$ cat src/rtl/gf_inv_seq.sv
// gf_inv_seq: sequential GF(2^M) inverter.
// Computes a^-1 = a^(2^M-2) as the product a^2 * a^4 * ... * a^(2^(M-1)),
// taking one squaring and one multiplication per CALC cycle.
// Zero maps to zero naturally because every factor of the product is zero.
// Handshake: in_valid/in_ready on the input side, out_valid/out_ready on the output side.
module gf_inv_seq #(
    parameter int         M    = 4,
    parameter logic [M:0] POLY = 5'h13
) (
    input  logic         clk,
    input  logic         rst,
    input  logic         in_valid,
    output logic         in_ready,
    input  logic [M-1:0] din,
    output logic         out_valid,
    input  logic         out_ready,
    output logic [M-1:0] dout,
    output logic         busy
);

    // Reject illegal field degrees and polynomials whose top coefficient is missing.
    generate
        if ((M < 2) || (M > 16)) begin : g_bad_m
            $error("gf_inv_seq: M must lie in 2..16");
        end
        if (POLY[M] != 1'b1) begin : g_bad_poly
            $error("gf_inv_seq: POLY[M] must be 1");
        end
    endgenerate

    localparam logic [1:0] ST_IDLE = 2'd0;
    localparam logic [1:0] ST_CALC = 2'd1;
    localparam logic [1:0] ST_HOLD = 2'd2;

    localparam int               CW       = $clog2(M);
    localparam logic [CW-1:0]    CNT_LAST = CW'(M - 2);
    localparam logic [M-1:0]     ONE      = {{(M-1){1'b0}}, 1'b1};
    localparam logic [M-1:0]     ZERO     = {M{1'b0}};

    // Shift-and-add GF(2^M) multiply; each shift of the partial operand is reduced
    // immediately, so every intermediate value stays M bits wide.
    function automatic logic [M-1:0] gf_mul(input logic [M-1:0] a, input logic [M-1:0] b);
        logic [M-1:0] acc;
        logic [M-1:0] sh;
        logic         carry;
        acc = ZERO;
        sh  = a;
        for (int i = 0; i < M; i++) begin
            if (b[i]) begin
                acc = acc ^ sh;
            end else begin
                acc = acc;
            end
            carry = sh[M-1];
            sh    = sh << 1;
            if (carry) begin
                sh = sh ^ POLY[M-1:0];
            end else begin
                sh = sh;
            end
        end
        return acc;
    endfunction

    logic [1:0]    state_q, state_d;
    logic [M-1:0]  sq_q, sq_d;
    logic [M-1:0]  res_q, res_d;
    logic [CW-1:0] cnt_q, cnt_d;

    logic [M-1:0]  sq_next_s;
    logic [M-1:0]  res_next_s;
    logic          accept_s;

    assign sq_next_s  = gf_mul(sq_q, sq_q);
    assign res_next_s = gf_mul(res_q, sq_next_s);

    assign in_ready  = (state_q == ST_IDLE) | ((state_q == ST_HOLD) & out_ready);
    assign accept_s  = in_valid & in_ready;
    assign out_valid = (state_q == ST_HOLD);
    assign busy      = (state_q == ST_CALC);
    assign dout      = (state_q == ST_HOLD) ? res_q : ZERO;

    // Next-state and datapath update: load on accept, iterate in CALC, hold the result in HOLD.
    always_comb begin
        state_d = state_q;
        sq_d    = sq_q;
        res_d   = res_q;
        cnt_d   = cnt_q;
        case (state_q)
            ST_IDLE: begin
                if (accept_s) begin
                    state_d = ST_CALC;
                    sq_d    = din;
                    res_d   = ONE;
                    cnt_d   = {CW{1'b0}};
                end else begin
                    state_d = ST_IDLE;
                end
            end
            ST_CALC: begin
                sq_d  = sq_next_s;
                res_d = res_next_s;
                cnt_d = cnt_q + CW'(1);
                if (cnt_q == CNT_LAST) begin
                    state_d = ST_HOLD;
                end else begin
                    state_d = ST_CALC;
                end
            end
            ST_HOLD: begin
                if (accept_s) begin
                    // Result consumed and a new operand taken in the same cycle.
                    state_d = ST_CALC;
                    sq_d    = din;
                    res_d   = ONE;
                    cnt_d   = {CW{1'b0}};
                end else if (out_ready) begin
                    state_d = ST_IDLE;
                end else begin
                    state_d = ST_HOLD;
                end
            end
            default: begin
                state_d = ST_IDLE;
                sq_d    = ZERO;
                res_d   = ZERO;
                cnt_d   = {CW{1'b0}};
            end
        endcase
    end

    // State and datapath registers with synchronous reset taking priority over everything.
    always_ff @(posedge clk) begin
        if (rst) begin
            state_q <= ST_IDLE;
            sq_q    <= ZERO;
            res_q   <= ZERO;
            cnt_q   <= {CW{1'b0}};
        end else begin
            state_q <= state_d;
            sq_q    <= sq_d;
            res_q   <= res_d;
            cnt_q   <= cnt_d;
        end
    end

endmodule

$ cat config.mk
export PLATFORM = sky130hd
export DESIGN_NAME = gf_inv_seq
export DESIGN_NICKNAME = d
export VERILOG_FILES = /design/src/rtl/gf_inv_seq.sv
export SDC_FILE = /design/constraint.sdc
export NUM_CORES = 1
export LEC_CHECK = 0
export CAP_MARGIN = 20
export CORE_MARGIN = 2
export CORE_UTILIZATION = 55
export CTS_BUF_LIST = sky130_fd_sc_hd__clkbuf_4
export CTS_CLUSTER_DIAMETER = 60
export DETAILED_ROUTE_END_ITERATION = 12
export GPL_ROUTABILITY_DRIVEN = 0
export HOLD_SLACK_MARGIN = 0.1
export PLACE_DENSITY = 0.81
export SLEW_MARGIN = 20
export SYNTH_ARGS = -nofsm -noshare
export SYNTH_HDL_FRONTEND = slang
export SYNTH_SLANG_ARGS = --single-unit
$ cat constraint.sdc
create_clock -name clk -period 4.2 [get_ports clk]
set_input_delay 0.84 -clock clk [delete_from_list [all_inputs] [get_ports clk]]
set_output_delay 0.84 -clock clk [all_outputs]
set_load 0.01 [all_outputs]
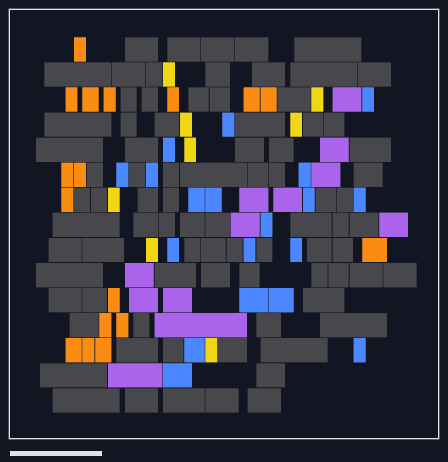
Figure 1: run 1, gate families picked out.
Scale bar: 10 um.
[XOR/XNOR gates] purple | cells: 12
[inverters] yellow | cells: 8
[NOR gates] orange | cells: 17
[NAND gates] blue | cells: 19
Comb area share: 60.0%
fin cells: 164

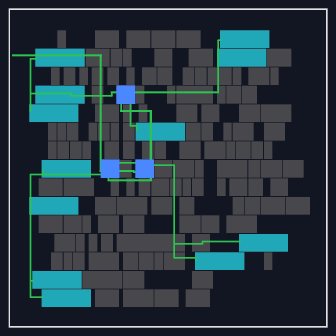
Figure 2: run 1, clock distribution.
[clock wires] green | length: 184 um
[flip-flops] cyan | count: 12
[clock drivers] blue | count: 3
routed clock nets: 4
flops lie: spread over the die
worst skew pair latency: 270 ps
P_clk: 0.0716 mW
clock network power share: 22.6%
clock skew: 5.38 ps

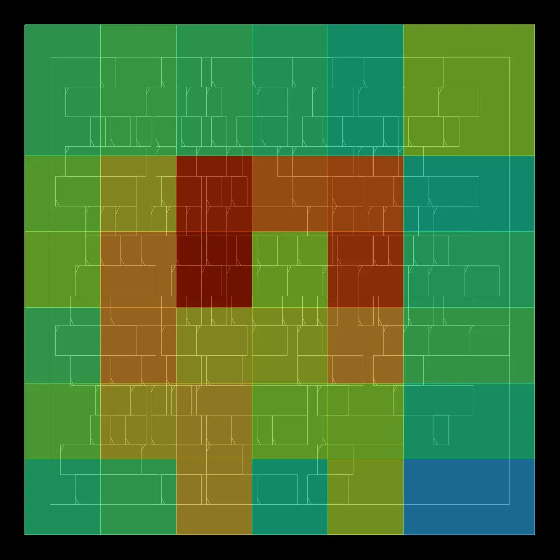
Figure 3: run 1, routing congestion map.
met2 Track Usage GR: 38.6%
post-layout util: 67.9%

==> flow_summary.yaml, run 1 <==
# synthesis and place-and-route metrics
route:
  drt-initial-drc-count: 34
  wl_per_cell_um: 13.7
  firstDrtPassIters: 4
  wl_met3_um: 105
  ant_nets: 0
  wl_met1_um: 995
finish:
  seqCellArea_um2: 240
  fill_cells: 148
  comb_cells: 102
  drive_gt1_share_pct: 10.1
  diodes: 0
  layout_top_cell: "a21oi_1"
  design_area_mm2: 0.00116
  final_cell_mix: "15 x a21oi_1, 14 x clkdlybuf4s50_1, 13 x nand2_1"
  buffers: 14
  inverters: 8
  nClkBuffers: 3
  syn2layout_area_growth_pct: 17.0
final_timing:
  timing.setup.tns_ps: 0
  holdWs_ps: 509
  maxSlewViolCount: 0
  tightest_slew_ps: 686
  finalHoldViolCount: 0
  max_freq_ghz: 0.341
  finalSetupViolCount: 0
  rsz0062_at_grt: "no"
critical_path:
  worstPathMaxFanout: 3
  crit_path_end_kind: "primary output"
  critical-path-max-stage-delay_ps: 550
  critical_path.top_delay_family: "buffers and inverters"
  ff2ff_path_depth: 9
  cp.arrival_ps: 2090
  critPathRequiredTime_ps: 3360
  path_depth: 4
  critPathLaunch: "out_ready"
  reg2reg_from: "sq_q[3]"
  crit_chain: "clkdlybuf4s50_1 > inv_1 > a21oi_1 > clkdlybuf4s50_1"
  endpoint: "in_ready"
  critical_path_class: "in2out"
pwr:
  fin_total_pwr_mw: 0.316
  pwr_density_cell_mw_per_mm2: 273
  maxPowerGroup: "sequential cells"
  ir_worst_vdd_mv: 0.227
  power_frac_comb_pct: 34.8
  p_int_mw: 0.204
  p_comb_mw: 0.110
  powerSeq_mw: 0.135
  net-switching-power_mw: 0.113
clock_network:
  htreeDepth: 1
  ctsResizeCount: 0
  clock_path_buffers: 2
  tritoncts: "built"
  clock-root-buffer: "clkbuf_4"
  cts_buffers: 3
  hold_buffers: 0
logic_synthesis:
  netlist_top_cells_count: "15 x a21oi_1, 13 x nand2_1, 12 x dfxtp_1, 11 x nor2_1, 7 x inv_1"
  synth-adder-area-share_pct: 5.05
  simple_gate_area_share_pct: 23.7
  synth_seq_share_pct: 24.2
  synth_area_um2: 991
  mux_share_pct: 2.02
  synth_cells: 128
  aoi_share_pct: 26.1
  xor_share_pct: 13.3
  topCellsByArea: "dfxtp_1 24%, a21oi_1 7.6%, xor2_1 5.3%"
  ff_type: "dfxtp_1"
  top_area_cell: "dfxtp_1"
  yosysUniqueCellTypes: 42
  ys_async_sr_fraction_pct: 0
floorplan:
  taps: 25
  fp.dieH_um: 46.4
  dieArea_mm2: 0.00216
  fp_util_pct: 58.0
  ioPinCount: 15
  coreArea_mm2: 0.00171
placement:
  preCtsSetupSlack_ps: 1280
  io_buffers: 14
  dp_hpwl_um: 1650
  placed_area_mm2: 0.00114
  dp_cells: 161
job:
  warning_count: 27
global_route:
  grt_overflow_total: 0
  grt_start_max_net_pins: 16
  grt_pass1_wl_um: 3630
  track_usage_pct: 23.2
  grt_pass1_vias: 842
  grt.busiest_layer: "met2"
  met3_usage_pct: 3.14
outcome:
  status: "complete, no violations"
## Run 2: what changed since run 1
clock period = 2.7 ns   (was 4.2 ns; I/O delays follow)
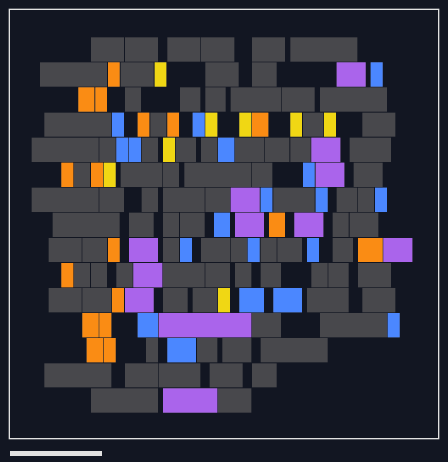
Figure 4: run 2, gate families picked out.
Scale bar: 10 um.
[XOR/XNOR gates] purple | cells: 12
[inverters] yellow | cells: 8 | where: north
[NAND gates] blue | cells: 19
[NOR gates] orange | cells: 17
Commonest Layout Cell: a21oi_1
Comb area share: 59.0%
fin cells: 167

==> run 2 against run 1 <==
  * Clock-buffer cell count did not move
  * First-iteration DRC count is 44% lower
  * Highest routed layer unchanged
  * Largest power group unchanged
  * Sequential power up 56%
==> flow_summary.yaml, run 2 <==
# synthesis and place-and-route metrics
floorplan:
  fp.dieH_um: 46.4
  coreArea_mm2: 0.00171
  taps: 25
  fp_util_pct: 58.0
  dieArea_mm2: 0.00216
finish:
  seqCellArea_um2: 240
  drive_gt1_share_pct: 11.3
  inverters: 8
  design_area_mm2: 0.00118
  final_cell_mix: "15 x a21oi_1, 14 x clkdlybuf4s50_1, 13 x nand2_1"
pwr:
  powerSeq_mw: 0.210
  pwr_density_cell_mw_per_mm2: 430
  p_comb_mw: 0.179
  net-switching-power_mw: 0.181
  maxPowerGroup: "sequential cells"
critical_path:
  reg2reg_from: "sq_q[3]"
  endpoint: "busy"
  crit_chain: "nand2_1 > inv_1 > clkdlybuf4s50_1"
  ff2ff_path_depth: 9
  crit_path_end_kind: "primary output"
clock_network:
  tritoncts: "built"
  htreeDepth: 1
  hold_buffers: 0
  clock-root-buffer: "clkbuf_4"
  ctsResizeCount: 0
  clk_latency_ps: 270
global_route:
  track_usage_pct: 23.3
  use_met2_pct: 38.6
  grt_start_max_net_pins: 16
  grt_overflow_total: 0
final_timing:
  tightest_slew_ps: 589
  finalSetupViolCount: 0
  rsz0062_at_grt: "no"
  maxSlewViolCount: 0
logic_synthesis:
  synth-adder-area-share_pct: 5.05
  ff_type: "dfxtp_1"
  top_area_cell: "dfxtp_1"
  simple_gate_area_share_pct: 23.7
  xor_share_pct: 13.3
  synth_cells: 128
route:
  ant_nets: 0
  wl_met3_um: 81
  drt-initial-drc-count: 19
job:
  warning_count: 27
outcome:
  status: "complete, no violations"
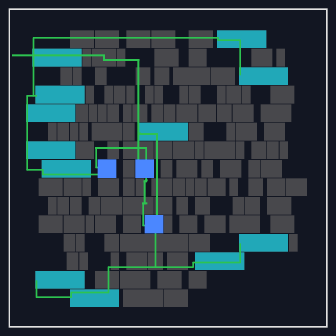
Figure 5: run 2, clock distribution.
[flip-flops] cyan | count: 12
[clock drivers] blue | count: 3
[clock wires] green | length: 192 um
routed clock nets: 4
flops lie: spread over the die
clock skew: 3.96 ps
clock network power share: 23.2%
P_clk: 0.118 mW

Power is estimated from default activity; no workload was simulated.
